## src/rtl/moore_param_pkg.sv

```systemverilog
// Shared state encoding for the moore_param channel FSMs.
package moore_param_pkg;

  typedef enum logic [1:0] {
    IDLE = 2'd0,
    ARM  = 2'd1,
    HOLD = 2'd2,
    FIRE = 2'd3
  } ch_state_e;

endpackage

```

## src/rtl/moore_param_ch.sv

```systemverilog
// One channel: Moore FSM with hold qualification counter and saturating fire-event counter.
module moore_param_ch
  import moore_param_pkg::*;
#(
  parameter int unsigned SW_W     = 2,
  parameter int unsigned THRESH   = 2,
  parameter int unsigned HOLD_CYC = 3,
  parameter int unsigned CNT_W    = 8
) (
  input  logic             clk,
  input  logic             reset,
  input  logic [SW_W-1:0]  sw,
  input  logic             ctrl,
  input  logic             load,
  input  logic [1:0]       state_in,
  input  logic             clr_cnt,
  output logic [1:0]       state,
  output logic             out,
  output logic [CNT_W-1:0] fire_cnt
);

  localparam int unsigned HcW = $clog2(HOLD_CYC + 1);
  localparam logic [HcW-1:0]   HcLast = HcW'(HOLD_CYC - 1);
  localparam logic [SW_W-1:0]  Thr    = SW_W'(THRESH);
  localparam logic [CNT_W-1:0] CntMax = '1;

  ch_state_e        state_q, state_d;
  logic [HcW-1:0]   hold_q, hold_d;
  logic [CNT_W-1:0] cnt_q, cnt_d;

  always_comb begin
    state_d = state_q;
    hold_d  = hold_q;
    if (load) begin
      state_d = ch_state_e'(state_in);
      hold_d  = '0;
    end else if (ctrl) begin
      unique case (state_q)
        IDLE: if (sw != '0) state_d = ARM;
        ARM: begin
          if (sw == '0) begin
            state_d = IDLE;
          end else if (sw >= Thr) begin
            state_d = HOLD;
            hold_d  = '0;
          end
        end
        HOLD: begin
          if (sw < Thr) begin
            state_d = ARM;
          end else if (hold_q == HcLast) begin
            state_d = FIRE;
          end else begin
            hold_d = hold_q + HcW'(1);
          end
        end
        FIRE: if (sw == '0) state_d = IDLE;
      endcase
    end
  end

  // Count entries into FIRE only; a reload of FIRE while already firing is not an entry.
  always_comb begin
    cnt_d = cnt_q;
    if (clr_cnt) begin
      cnt_d = '0;
    end else if (state_d == FIRE && state_q != FIRE && cnt_q != CntMax) begin
      cnt_d = cnt_q + CNT_W'(1);
    end
  end

  always_ff @(posedge clk or negedge reset) begin
    if (!reset) begin
      state_q <= IDLE;
      hold_q  <= '0;
      cnt_q   <= '0;
    end else begin
      state_q <= state_d;
      hold_q  <= hold_d;
      cnt_q   <= cnt_d;
    end
  end

  assign state    = state_q;
  assign out      = (state_q == FIRE);
  assign fire_cnt = cnt_q;

endmodule

```

## src/rtl/moore_param.sv

```systemverilog
// Array of N_CH independent switch-qualification Moore channels.
module moore_param
  import moore_param_pkg::*;
#(
  parameter int unsigned N_CH     = 4,
  parameter int unsigned SW_W     = 2,
  parameter int unsigned THRESH   = 2,
  parameter int unsigned HOLD_CYC = 3,
  parameter int unsigned CNT_W    = 8
) (
  input  logic                  clk,
  input  logic                  reset,
  input  logic [N_CH*SW_W-1:0]  sw_in,
  input  logic [N_CH-1:0]       ctrl_in,
  input  logic [N_CH-1:0]       load,
  input  logic [1:0]            state_in,
  input  logic                  clr_cnt,
  output logic [2*N_CH-1:0]     state,
  output logic [N_CH-1:0]       out,
  output logic [N_CH*CNT_W-1:0] fire_cnt
);

  for (genvar i = 0; i < N_CH; i++) begin : g_ch
    moore_param_ch #(
      .SW_W    (SW_W),
      .THRESH  (THRESH),
      .HOLD_CYC(HOLD_CYC),
      .CNT_W   (CNT_W)
    ) u_ch (
      .clk     (clk),
      .reset   (reset),
      .sw      (sw_in[i*SW_W +: SW_W]),
      .ctrl    (ctrl_in[i]),
      .load    (load[i]),
      .state_in(state_in),
      .clr_cnt (clr_cnt),
      .state   (state[2*i +: 2]),
      .out     (out[i]),
      .fire_cnt(fire_cnt[i*CNT_W +: CNT_W])
    );
  end

endmodule
```

## config.mk

```make
export PLATFORM = sky130hd
export DESIGN_NAME = moore_param
export DESIGN_NICKNAME = d
export VERILOG_FILES = /design/src/rtl/moore_param_pkg.sv /design/src/rtl/moore_param_ch.sv /design/src/rtl/moore_param.sv
export SDC_FILE = /design/constraint.sdc
export NUM_CORES = 1
export LEC_CHECK = 0
export CAP_MARGIN = 20
export CORE_MARGIN = 1
export CORE_UTILIZATION = 50
export CTS_BUF_LIST = sky130_fd_sc_hd__clkbuf_4 sky130_fd_sc_hd__clkbuf_8 sky130_fd_sc_hd__clkbuf_16
export DETAILED_ROUTE_END_ITERATION = 12
export GPL_TIMING_DRIVEN = 1
export MAX_ROUTING_LAYER = met4
export PLACE_DENSITY = 0.79
export SLEW_MARGIN = 20
export SYNTH_ARGS = -nofsm -noshare
export SYNTH_HDL_FRONTEND = slang
export SYNTH_HIERARCHICAL = 1
export SYNTH_SLANG_ARGS = --single-unit
```

## constraint.sdc

```tcl
create_clock -name clk -period 2.81 [get_ports clk]
set_clock_uncertainty 0.05 [all_clocks]
set_input_delay 0.562 -clock clk [delete_from_list [all_inputs] [get_ports clk]]
set_output_delay 0.562 -clock clk [all_outputs]
set_load 0.02 [all_outputs]
```

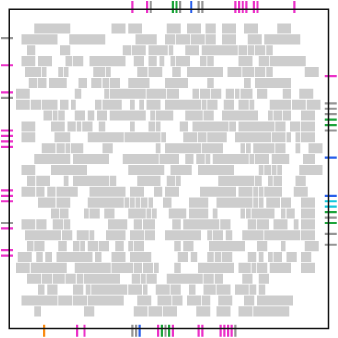
(images/pinout.png)
Drawn at 4 px/um. Pins as bars across the die edge, other pins in grey.
cyan -> state_in  # pins 2, direction input, edge right
green -> sw_in  # pins 8, direction input, edge 4 right, 2 bottom, 2 top
blue -> load  # pins 4, direction input, edge 2 right, 1 bottom, 1 top
orange -> reset  # pins 1, direction input, edge bottom
magenta -> fire_cnt  # pins 32, direction output, edge 12 left, 10 bottom, 9 top, 1 right
all pins by edge = 18 bottom, 16 right, 16 top, 15 left
Die X: 79.43 um
die extent in y: 79.43 um
PortBufs: 64

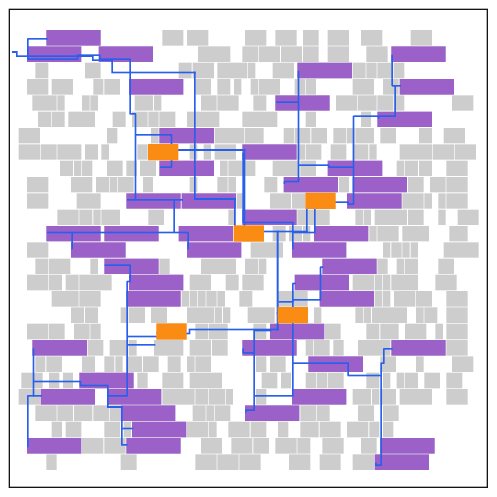
(images/clock_wires.png)
Drawn at 6 px/um.
orange -> clock-net drivers  # count 5
purple -> flip-flops  # count 48
blue -> clock wires  # length 553 um
routed clock nets = 6
flops lie = all over the die

==> impl_metrics.tcl <==
# yosys + openroad results
set metrics [dict create \
    arrival_ns 2.49 \
    grt_pass1_vias 2420 \
    drt-met1-wl_um 2940 \
    r2r_setup_slack_ns 0.46 \
    nWellTaps 72 \
    setup_violations 0 \
    drtAntennaViolNets 0 \
    power.switching_uw 459.4 \
    fin_hold_ws_ns 0.1545 \
    rr_worst_depth 7 \
    regArea_um2 1201 \
    n_all_inverters 16 \
    status "complete, no violations" \
    initialDrtViolationCount 169 \
    worstPathBufferInverterCount 1 \
    p_clk_uw 434 \
    comb_share_pct 43.77 \
    nClkBuffers 7 \
    largest_class "logic gates" \
    fp_util_pct 53.14 \
    rsz0062_at_grt "false" \
    worstSetupEndpoint "g_ch[2].u_ch/fire_cnt[0]$_DFFE_PN0P_" \
    synth-compound-area-share_pct 19.53 \
    rr_endpoint "g_ch[2].u_ch/fire_cnt[0]$_DFFE_PN0P_" \
    final-comb-area_um2 1657 \
    critPathRequiredTime_ns 2.94 \
    largest_reg_flops 32 \
    vdd_ir_drop_max_uv 189.1 \
    post-route-drc-count 0 \
    place_area_um2 3689 \
    powerComb_uw 369 \
    vias 2632 \
    seq-cell-share_pct 31.74 \
    crit_slowest_cell "a2bb2oi_2" \
    grt_max_degree 43 \
    seq_cell_power_uw 755 \
    period_used_pct 83.69 \
    yosys.cell_types.count 35 \
    hpwlAfterDp_um 4642 \
    synthesis.area_um2 2998 \
    ctsHoldBuffers 0 \
    finalPower_mw 1.558 \
    synth_nets 339 \
    cts_setup_buffers 0 \
    crit_path_end_kind "flop" \
]
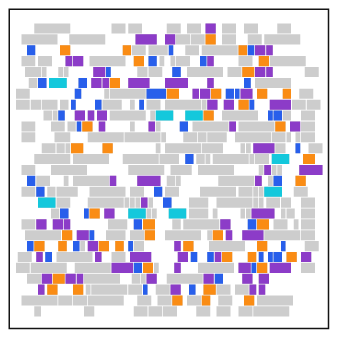
(images/gates.png)
Drawn at 4 px/um.
orange -> and/or cells  # cells 44, most used or4_1, where all over the die
purple -> aoi and oai cells  # cells 68, most used a21oi_1, where all over the die
cyan -> fa/ha/maj cells  # cells 8, most used ha_1
blue -> nand cells  # cells 50, most used nand2_1

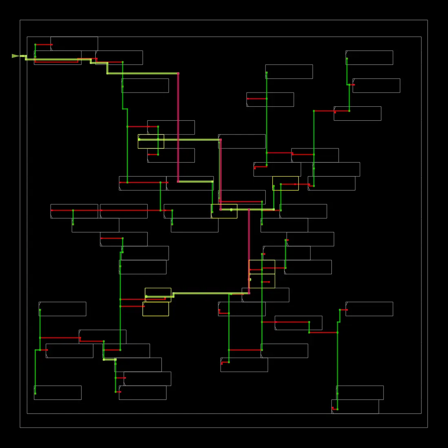
(images/clock_nets.png)
clk sink count: 48
number of CTS-inserted buffers: 5

